### src/rtl/chop_pwm_generator_if.sv
// Bundles the run/config inputs and the chopping outputs of chop_pwm_generator.
// Latency: none, wires only.
// Backpressure: none; consumers sample the strobes on the clock they are high.
interface chop_pwm_generator_if #(
    parameter int CNT_W   = 24,
    parameter int BLANK_W = 16,
    parameter int DIV_W   = 16,
    parameter int CYC_W   = 16
) ();
    logic               enable;
    logic [CNT_W-1:0]   half_period;
    logic [BLANK_W-1:0] blank_cycles;
    logic [DIV_W-1:0]   sample_div;
    logic               switch_pwm;
    logic               acq_window;
    logic               sample_req;
    logic               sample_phase;
    logic               cycle_done;
    logic [DIV_W-1:0]   samples_per_half;
    logic [CYC_W-1:0]   cycle_count;
    logic               busy;

    // Controller side: drives run request and settings, observes the chopper.
    modport master (
        output enable, half_period, blank_cycles, sample_div,
        input  switch_pwm, acq_window, sample_req, sample_phase,
               cycle_done, samples_per_half, cycle_count, busy
    );

    // Generator side.
    modport slave (
        input  enable, half_period, blank_cycles, sample_div,
        output switch_pwm, acq_window, sample_req, sample_phase,
               cycle_done, samples_per_half, cycle_count, busy
    );
endinterface

### src/rtl/chop_pwm_generator.sv
// Chopping square wave with settle-blanking, phase-tagged sample strobes and cycle boundary pulse.
// Latency: outputs registered, one clock behind the FSM state; switch_pwm rises one clock after the start edge.
// Backpressure: none; a started cycle always runs to the end of its off half before enable is re-examined.
module chop_pwm_generator #(
    parameter int CNT_W   = 24,
    parameter int BLANK_W = 16,   // assumed <= CNT_W
    parameter int DIV_W   = 16,   // assumed <= CNT_W
    parameter int CYC_W   = 16
) (
    input  logic                   clk,
    input  logic                   reset,
    chop_pwm_generator_if.slave    bus
);
    typedef enum logic [2:0] {
        S_IDLE, S_ON_BLANK, S_ON_ACQ, S_OFF_BLANK, S_OFF_ACQ
    } state_t;

    state_t             state_q, state_d;
    logic [CNT_W-1:0]   h_q, h_d;       // latched half period
    logic [CNT_W-1:0]   b_q, b_d;       // latched blank length
    logic [DIV_W-1:0]   d_q, d_d;       // latched sample divider
    logic [CNT_W-1:0]   cnt_q, cnt_d;   // clocks spent in current sub-state
    logic [DIV_W-1:0]   div_q, div_d;   // position inside sample divider
    logic               pwm_q, pwm_d;
    logic               acq_q, acq_d;
    logic               req_q, req_d;
    logic               phase_q, phase_d;
    logic               done_q, done_d;
    logic [DIV_W-1:0]   sph_q, sph_d;
    logic [CYC_W-1:0]   cyc_q, cyc_d;
    logic               busy_q, busy_d;

    logic [BLANK_W-1:0] blank_in;
    logic [CNT_W-1:0]   h_in, b_ext, b_in, acq_len, n_req;
    logic [DIV_W-1:0]   d_in;
    logic               start, is_on, is_acq, acq_last;

    assign blank_in = bus.blank_cycles;

    // Clamp the live settings so every latched cycle has at least one acquire clock.
    always_comb begin
        h_in  = (bus.half_period < CNT_W'(2)) ? CNT_W'(2) : bus.half_period;
        b_ext = CNT_W'(blank_in);
        b_in  = (b_ext > h_in - CNT_W'(1)) ? h_in - CNT_W'(1) : b_ext;
        d_in  = (bus.sample_div == '0) ? DIV_W'(1) : bus.sample_div;
    end

    // Sequencing: half-cycle timing, sub-state counters and the config latch.
    always_comb begin
        state_d  = state_q;
        h_d      = h_q;
        b_d      = b_q;
        d_d      = d_q;
        cnt_d    = cnt_q + CNT_W'(1);
        div_d    = (div_q == d_q - DIV_W'(1)) ? '0 : div_q + DIV_W'(1);
        start    = 1'b0;
        acq_len  = h_q - b_q;
        acq_last = (cnt_q == acq_len - CNT_W'(1));
        case (state_q)
            S_IDLE: begin
                cnt_d = '0;
                div_d = '0;
                start = bus.enable;
            end
            S_ON_BLANK, S_OFF_BLANK: begin
                if (cnt_q == b_q - CNT_W'(1)) begin
                    state_d = (state_q == S_ON_BLANK) ? S_ON_ACQ : S_OFF_ACQ;
                    cnt_d   = '0;
                    div_d   = '0;
                end
            end
            S_ON_ACQ: begin
                if (acq_last) begin
                    state_d = (b_q == '0) ? S_OFF_ACQ : S_OFF_BLANK;
                    cnt_d   = '0;
                    div_d   = '0;
                end
            end
            S_OFF_ACQ: begin
                if (acq_last) begin
                    state_d = S_IDLE;
                    cnt_d   = '0;
                    div_d   = '0;
                    start   = bus.enable;
                end
            end
            default: state_d = S_IDLE;
        endcase
        // A new cycle always re-latches settings; zero blank goes straight to acquire.
        if (start) begin
            h_d     = h_in;
            b_d     = b_in;
            d_d     = d_in;
            state_d = (b_in == '0) ? S_ON_ACQ : S_ON_BLANK;
            cnt_d   = '0;
            div_d   = '0;
        end
    end

    // Output decode from the current state, registered below.
    always_comb begin
        is_on   = (state_q == S_ON_BLANK) || (state_q == S_ON_ACQ);
        is_acq  = (state_q == S_ON_ACQ) || (state_q == S_OFF_ACQ);
        pwm_d   = is_on;
        acq_d   = is_acq;
        req_d   = is_acq && (div_q == '0);
        phase_d = is_on;
        done_d  = (state_q == S_OFF_ACQ) && acq_last;
        cyc_d   = cyc_q + CYC_W'(done_d);
        busy_d  = (state_q != S_IDLE);
        // ceil(acq_len / D) written as (acq_len-1)/D + 1; acq_len >= 1 and D >= 1 outside IDLE.
        n_req   = ((acq_len - CNT_W'(1)) / ((d_q == '0) ? CNT_W'(1) : CNT_W'(d_q))) + CNT_W'(1);
        sph_d   = sph_q;
        if (state_q != S_IDLE) begin
            sph_d = (n_req > CNT_W'({DIV_W{1'b1}})) ? {DIV_W{1'b1}} : DIV_W'(n_req);
        end
    end

    // State and output registers with synchronous reset.
    always_ff @(posedge clk) begin
        if (reset) begin
            state_q <= S_IDLE;
            h_q     <= '0;
            b_q     <= '0;
            d_q     <= '0;
            cnt_q   <= '0;
            div_q   <= '0;
            pwm_q   <= 1'b0;
            acq_q   <= 1'b0;
            req_q   <= 1'b0;
            phase_q <= 1'b0;
            done_q  <= 1'b0;
            sph_q   <= '0;
            cyc_q   <= '0;
            busy_q  <= 1'b0;
        end else begin
            state_q <= state_d;
            h_q     <= h_d;
            b_q     <= b_d;
            d_q     <= d_d;
            cnt_q   <= cnt_d;
            div_q   <= div_d;
            pwm_q   <= pwm_d;
            acq_q   <= acq_d;
            req_q   <= req_d;
            phase_q <= phase_d;
            done_q  <= done_d;
            sph_q   <= sph_d;
            cyc_q   <= cyc_d;
            busy_q  <= busy_d;
        end
    end

    assign bus.switch_pwm       = pwm_q;
    assign bus.acq_window       = acq_q;
    assign bus.sample_req       = req_q;
    assign bus.sample_phase     = phase_q;
    assign bus.cycle_done       = done_q;
    assign bus.samples_per_half = sph_q;
    assign bus.cycle_count      = cyc_q;
    assign bus.busy             = busy_q;
endmodule

### src/flat_wrapper.sv
// flat-port wrapper written by rule: the top's interface ports become plain ports
module chop_pwm_generator_flat 
#(
    parameter int CNT_W   = 24,
    parameter int BLANK_W = 16,                      
    parameter int DIV_W   = 16,                      
    parameter int CYC_W   = 16
)
  (clk, reset, bus_enable, bus_half_period, bus_blank_cycles, bus_sample_div, bus_switch_pwm, bus_acq_window, bus_sample_req, bus_sample_phase, bus_cycle_done, bus_samples_per_half, bus_cycle_count, bus_busy);
  chop_pwm_generator_if #(.CNT_W(CNT_W), .BLANK_W(BLANK_W), .DIV_W(DIV_W), .CYC_W(CYC_W)) bus_i ();
  input  logic clk;
  input  logic reset;
  input wire logic [$bits(bus_i.enable)-1:0] bus_enable;
  input wire logic [$bits(bus_i.half_period)-1:0] bus_half_period;
  input wire logic [$bits(bus_i.blank_cycles)-1:0] bus_blank_cycles;
  input wire logic [$bits(bus_i.sample_div)-1:0] bus_sample_div;
  output wire logic [$bits(bus_i.switch_pwm)-1:0] bus_switch_pwm;
  output wire logic [$bits(bus_i.acq_window)-1:0] bus_acq_window;
  output wire logic [$bits(bus_i.sample_req)-1:0] bus_sample_req;
  output wire logic [$bits(bus_i.sample_phase)-1:0] bus_sample_phase;
  output wire logic [$bits(bus_i.cycle_done)-1:0] bus_cycle_done;
  output wire logic [$bits(bus_i.samples_per_half)-1:0] bus_samples_per_half;
  output wire logic [$bits(bus_i.cycle_count)-1:0] bus_cycle_count;
  output wire logic [$bits(bus_i.busy)-1:0] bus_busy;
  assign bus_i.enable = bus_enable;
  assign bus_i.half_period = bus_half_period;
  assign bus_i.blank_cycles = bus_blank_cycles;
  assign bus_i.sample_div = bus_sample_div;
  assign bus_switch_pwm = bus_i.switch_pwm;
  assign bus_acq_window = bus_i.acq_window;
  assign bus_sample_req = bus_i.sample_req;
  assign bus_sample_phase = bus_i.sample_phase;
  assign bus_cycle_done = bus_i.cycle_done;
  assign bus_samples_per_half = bus_i.samples_per_half;
  assign bus_cycle_count = bus_i.cycle_count;
  assign bus_busy = bus_i.busy;
  chop_pwm_generator #(.CNT_W(CNT_W), .BLANK_W(BLANK_W), .DIV_W(DIV_W), .CYC_W(CYC_W)) u_core (.clk(clk), .reset(reset), .bus(bus_i));
endmodule
### config.mk
export PLATFORM = sky130hd
export DESIGN_NAME = chop_pwm_generator_flat
export DESIGN_NICKNAME = d
export VERILOG_FILES = /design/src/rtl/chop_pwm_generator_if.sv /design/src/rtl/chop_pwm_generator.sv /design/src/flat_wrapper.sv
export SDC_FILE = /design/constraint.sdc
export NUM_CORES = 1
export LEC_CHECK = 0
export ABC_AREA = 1
export ABC_CLOCK_PERIOD_IN_PS = 184700
export CAP_MARGIN = 20
export CELL_PAD_IN_SITES_DETAIL_PLACEMENT = 2
export CELL_PAD_IN_SITES_GLOBAL_PLACEMENT = 2
export CORE_UTILIZATION = 38
export CTS_BUF_LIST = sky130_fd_sc_hd__clkbuf_4 sky130_fd_sc_hd__clkbuf_8
export CTS_CLUSTER_SIZE = 25
export DETAILED_ROUTE_END_ITERATION = 7
export PLACE_DENSITY_LB_ADDON = 0.1
export SLEW_MARGIN = 0
export SYNTH_ARGS = -nofsm -noshare
export SYNTH_HDL_FRONTEND = slang
export SYNTH_SLANG_ARGS = --single-unit
### constraint.sdc
create_clock -name clk -period 184.7 [get_ports clk]
set_input_delay 18.47 -clock clk [delete_from_list [all_inputs] [get_ports clk]]
set_output_delay 18.47 -clock clk [all_outputs]
set_load 0.02 [all_outputs]
==> results.sh, run 1 <==
# physical design summary
export IMPL_synth_cells=3816
export IMPL_max_slew_margin_rel_pct=27.7
export IMPL_arrival_ns=74.95
export IMPL_hpwl_um=78900
export IMPL_grt_pass1_vias=28400
export IMPL_hold_viol_final=0
export IMPL_edf_count=0
export IMPL_outcome="finished, final reports clean"
export IMPL_numPortBuffers=96
export IMPL_slowest_delay_ns=0.85
export IMPL_synth_top_area_share_pct=16.4
export IMPL_synth_distinct_cells=73
export IMPL_fin_crit_sh_pct=40.3
export IMPL_ioPinCount=97
export IMPL_grt_first_pass_wirelength_um=151000
export IMPL_tightest_slew_ns=1.08
export IMPL_final_util_pct=42.1
export IMPL_top_area_cell="ha_1"
export IMPL_setup_worst_path_start="u_core.b_q[18]$_SDFFE_PP0P_"
export IMPL_timing_final_ws_setup_ns=110.22
export IMPL_rows=91
export IMPL_seq_area_frac_synth_pct=12.0
export IMPL_async_flop_share_pct=0
export IMPL_synthFlopType="dfxtp_1"
export IMPL_grt_ovfl_total=0
export IMPL_cp_slowest_cell="nor4_1"
export IMPL_final_antenna_net_count=0
export IMPL_path_buffers=78
export IMPL_finalInstanceArea_mm2=0.0261
export IMPL_fmax_mhz=13.4
==> run 1: worst min-delay path by stage <==
stage                                start                     endpoint  slack (ns)  cells after the start
6_report       u_core.h_q[11]$_SDFFE_PP0P_  u_core.h_q[11]$_SDFFE_PP0P_        0.48                      2
5_1_grt        u_core.h_q[11]$_SDFFE_PP0P_  u_core.h_q[11]$_SDFFE_PP0P_        0.50                      2
4_1_cts        u_core.h_q[11]$_SDFFE_PP0P_  u_core.h_q[11]$_SDFFE_PP0P_        0.48                      2
3_5_place_dp   u_core.h_q[11]$_SDFFE_PP0P_  u_core.h_q[11]$_SDFFE_PP0P_        0.47                      2
3_3_place_gp   u_core.h_q[11]$_SDFFE_PP0P_  u_core.h_q[11]$_SDFFE_PP0P_        0.45                      2
2_1_floorplan  u_core.h_q[10]$_SDFFE_PP0P_  u_core.h_q[10]$_SDFFE_PP0P_        0.42                      2
==> run 1: worst register-to-register path: cells and delay by family, from the launching register on <==
family | cells | cell delay [ns]
compound gates | 155 | 29.67
simple gates | 197 | 26.42
buf+inv | 78 | 8.99
fa+ha+maj | 26 | 8.54
flops | 1 | 0.46
xor+xnor | 1 | 0.33
==> run 1: cells in the final DEF (no fill, tap or decap), drive strengths merged, types with 87 or more instances in the layout <==
cell type	count
dfxtp	144
inv	611
o21ai	267
clkdlybuf4s50	96
nand2	930
xnor2	87
xor2	217
ha	314
nand3	255
a21oi	197
nor2	323
==> run 1: layout make-up <==
| type | instances | area (µm²) |
|---|---|---|
| fill | 7858 | 36000 |
| multi-input combinational | 2989 | 18300 |
| sequential | 144 | 2880 |
| inverter | 605 | 2280 |
| timing repair buffer | 122 | 1180 |
| tap | 837 | 1050 |
| clock buffer | 19 | 262 |
| clock inverter | 13 | 115 |
| antenna | 2 | 5.00 |
==> run 1: layer usage <==
metal | GRT usage (%) | share of wire, %
met1 | 35.8 | 45
met2 | 55.4 | 51
met3 | 2.38 | 1.8
met4 | 8.66 | 2.2
met5 | 0 | 0
==> run 1: sequential cells by signal, summed over array words and instances (netlist names), 3 cells and up <==
register,flops
u_core.b_q,24
u_core.bus.cycle_count,16
u_core.bus.samples_per_half,16
u_core.cnt_q,24
u_core.d_q,16
u_core.div_q,16
u_core.h_q,24
u_core.state_q,3
==> run 1: cells by family after synthesis <==
logic type | after synthesis | synth area share [%]
XOR/XNOR | 304 | 11.2
AND/OR/NAND/NOR | 1766 | 34.2
flip-flops | 144 | 12.0
adder cells (fa/ha/maj) | 315 | 16.5
AND-OR/OR-AND | 604 | 14.5
buffers and inverters | 683 | 11.5
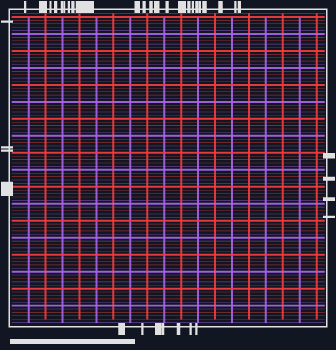
**Above:** run 1 (floorplan with the power grid).
The bar under the picture is 100 µm long. Pins as bars on the die edge.
- purple: VSS
- red: VDD
- met5 straps: 18
- signal pins: 97
- met1 rails: 92
chip height: 253 µm
Die W: 253 µm
Core Region: 0.0621 mm²

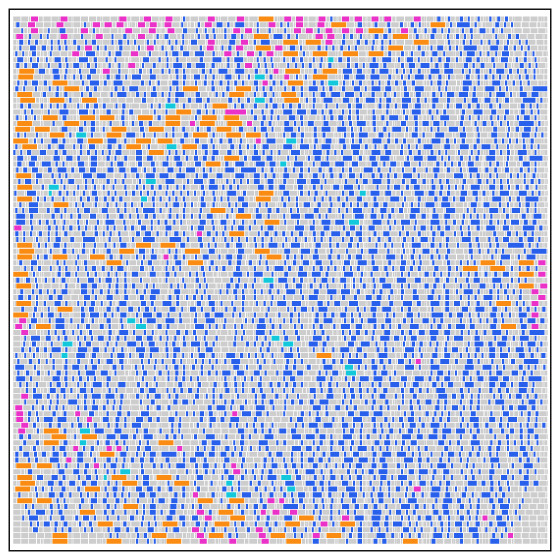
**Above:** run 1 (cells coloured by class).
Fill, decap, tap and diode cells in grey.
- cyan: clock drivers and dummy loads (cells 32; share of their area 1.5%)
- magenta: remaining buffers and delay cells (cells 122; share of their area 4.7%)
- orange: registers (cells 144; share of their area 12%)
- blue: remaining logic cells (cells 3594; share of their area 82%)

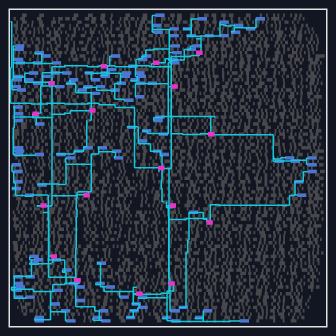
**Above:** run 1 (routed clock nets over the placement).
- cyan: clock wires (length 3420 µm)
- blue: flip-flops (count 144)
- magenta: clock-net drivers (count 17)
- routed clock nets: 18
Post-Route Skew: 0.0286 ns
clk latency late pin: 0.59 ns

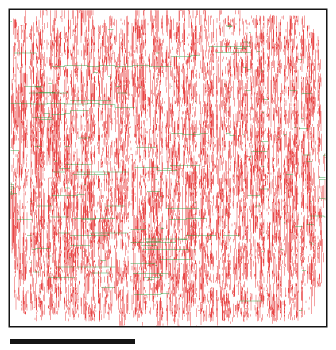
**Above:** run 1 (wiring by layer).
The bar under the picture is 100 µm long. Two of the layers only.
- green: M3 (wire length 1690 µm)
- red: M2 (wire length 48.3 mm)
drt total wl: 94800 µm
total global-route track usage: 29.7%
per-cell routed wire length: 20.0 µm

==> run 2, diff against run 1 <==
ABC_CLOCK_PERIOD_IN_PS = 68400   (was 184700)
CORE_UTILIZATION = 32   (was 38)
clock period = 68.4 ns   (was 184.7 ns; I/O delays follow)
==> run 2 against run 1 <==
Net effect: synthesized cell count stayed put; critical path depth grew 15; flip-flop count stayed put; sequential share of layout area down 0.51 points; synthesized area unchanged; design area rose by 4.9%; critical endpoint is now u_core.bus.samples_per_half[7]$_SDFFE_PP0N_; cell count rose by 4.4%; routed wire length is 1.4% lower; non-clock buffer count increased by 82; hold slack worse by 0.0032 ns.
==> results.sh, run 2 <==
# physical design summary
export IMPL_finalInstanceArea_mm2=0.0274
export IMPL_max_slew_margin_rel_pct=34.8
export IMPL_outcome="finished, final reports clean"
export IMPL_synth_top_area_share_pct=16.4
export IMPL_setup_worst_path_start="u_core.b_q[17]$_SDFFE_PP0P_"
export IMPL_slowest_delay_ns=0.42
export IMPL_wire_per_inst_um=18.9
export IMPL_rows=99
export IMPL_grt_first_pass_wirelength_um=144000
export IMPL_min_path_cells=2
export IMPL_fin_crit_sh_pct=91.3
export IMPL_path_buffers=83
export IMPL_synth_cells=3816
export IMPL_skew_ns=0.0380
export IMPL_synth_distinct_cells=73
export IMPL_final_antenna_net_count=0
export IMPL_async_flop_share_pct=0
export IMPL_grt_pass1_vias=26700
export IMPL_seq_area_frac_synth_pct=12.0
export IMPL_die_w_um=276
export IMPL_ioPinCount=97
export IMPL_top_area_cell="ha_1"
export IMPL_layout_top_cell="nand2_1"
export IMPL_biggestRegsByFlops="u_core.b_q: 24 flops, u_core.cnt_q: 24 flops, u_core.h_q: 24 flops"
export IMPL_grt_usage_pct=24.1
export IMPL_hold_viol_final=0
export IMPL_core_mm2=0.0736
export IMPL_synthFlopType="dfxtp_1"
export IMPL_numPortBuffers=96
export IMPL_arrival_ns=62.92
export IMPL_edf_count=0
export IMPL_cp_slowest_cell="dfxtp_1"
-- run 2: stage by stage --
stage,setup slack [ns],utilization [%],instances
floorplan,8.87,-,3816
global placement,1.91,35.3,4832
detailed placement,-1.18,35.3,4832
CTS,0.0405,35.9,4864
global route,-0.440,37.2,4939
finish,5.95,37.2,4939
-- run 2: logic make-up (layout without fill, tap and decap cells) --
| group | count (synthesis) | after routing | share of synthesized area (%) |
|---|---|---|---|
| buffers and inverters | 683 | 842 | 11.5 |
| other | 0 | 1 | 0 |
| AOI/OAI and AO/OA | 604 | 604 | 14.5 |
| DFF | 144 | 144 | 12.0 |
| adders and majority gates | 315 | 315 | 16.5 |
| and+or+nand+nor | 1766 | 1770 | 34.2 |
| xor gates and xnor gates | 304 | 304 | 11.2 |
-- run 2: area by class of cell --
type | instances | area, µm²
Sequential cell | 144 | 2890
Fill cell | 9271 | 46200
Multi-Input combinational cell | 2993 | 18800
Timing Repair inverter | 1 | 8.76
Antenna cell | 1 | 2.50
Tap cell | 959 | 1200
Clock buffer | 17 | 234
Timing Repair Buffer | 204 | 1790
Clock inverter | 15 | 173
Inverter | 605 | 2330
-- run 2: tightest hold or removal path: stages, from the launching register on --
cell	delay, ns
dfxtp_1	0.33
nand2_1	0.07
nand2_1	0.04
-- run 2: repair_timing --
action	in CTS	in global routing
gates cloned	0	5
buffers inserted	0	69
endpoints found under the hold margin	0	0
pin swaps	1	18
setup endpoints to repair	16	16
gates resized	12	114
-- run 2: how the worst min path moves through the flow --
stage	start	end	slack (ns)
6_report	u_core.h_q[2]$_SDFFE_PP0P_	u_core.h_q[2]$_SDFFE_PP0P_	0.47
5_1_grt	u_core.h_q[11]$_SDFFE_PP0P_	u_core.h_q[11]$_SDFFE_PP0P_	0.49
4_1_cts	u_core.h_q[11]$_SDFFE_PP0P_	u_core.h_q[11]$_SDFFE_PP0P_	0.47
3_5_place_dp	u_core.h_q[2]$_SDFFE_PP0P_	u_core.h_q[2]$_SDFFE_PP0P_	0.45
3_3_place_gp	u_core.h_q[2]$_SDFFE_PP0P_	u_core.h_q[2]$_SDFFE_PP0P_	0.44
2_1_floorplan	u_core.h_q[10]$_SDFFE_PP0P_	u_core.h_q[10]$_SDFFE_PP0P_	0.42
-- run 2: per-layer routing --
metal  global-route usage [%]  vias to the layer above  routed length [µm]
met3                     2.44                      105                2180
li1                         -                    12800                   -
met5                        0                        -                   0
met1                     30.7                    12600               43500
met2                     42.7                      232               45600
met4                     6.35                        0                2180
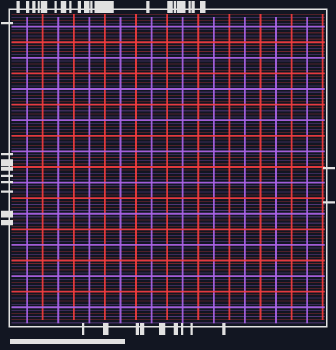
**Above:** run 2 (floorplan with the power grid).
The bar under the picture is 100 µm long. Pins as bars on the die edge.
- purple: VSS
- red: VDD
- signal pins: 97
- rows: 99
- met5 straps: 19
- met1 rails: 100
- met4 straps: 20

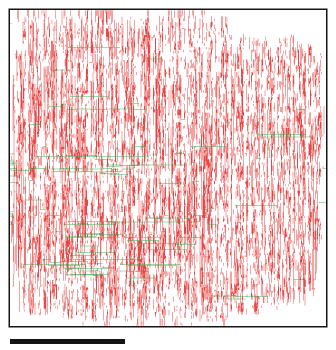
**Above:** run 2 (wiring by layer).
The bar under the picture is 100 µm long. Two of the layers only.
- red: M2 (wire length 45.6 mm)
- green: M3 (wire length 2180 µm)

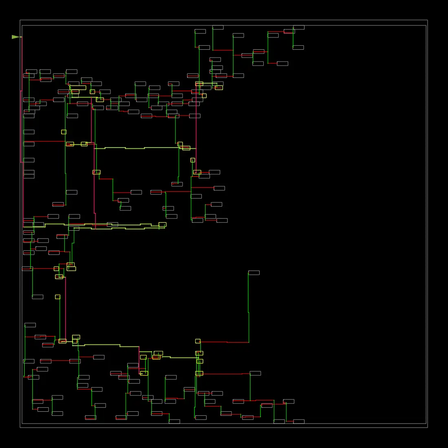
**Above:** run 2 (clock routing).
clock buffers: 17
clk latency late pin: 0.56 ns

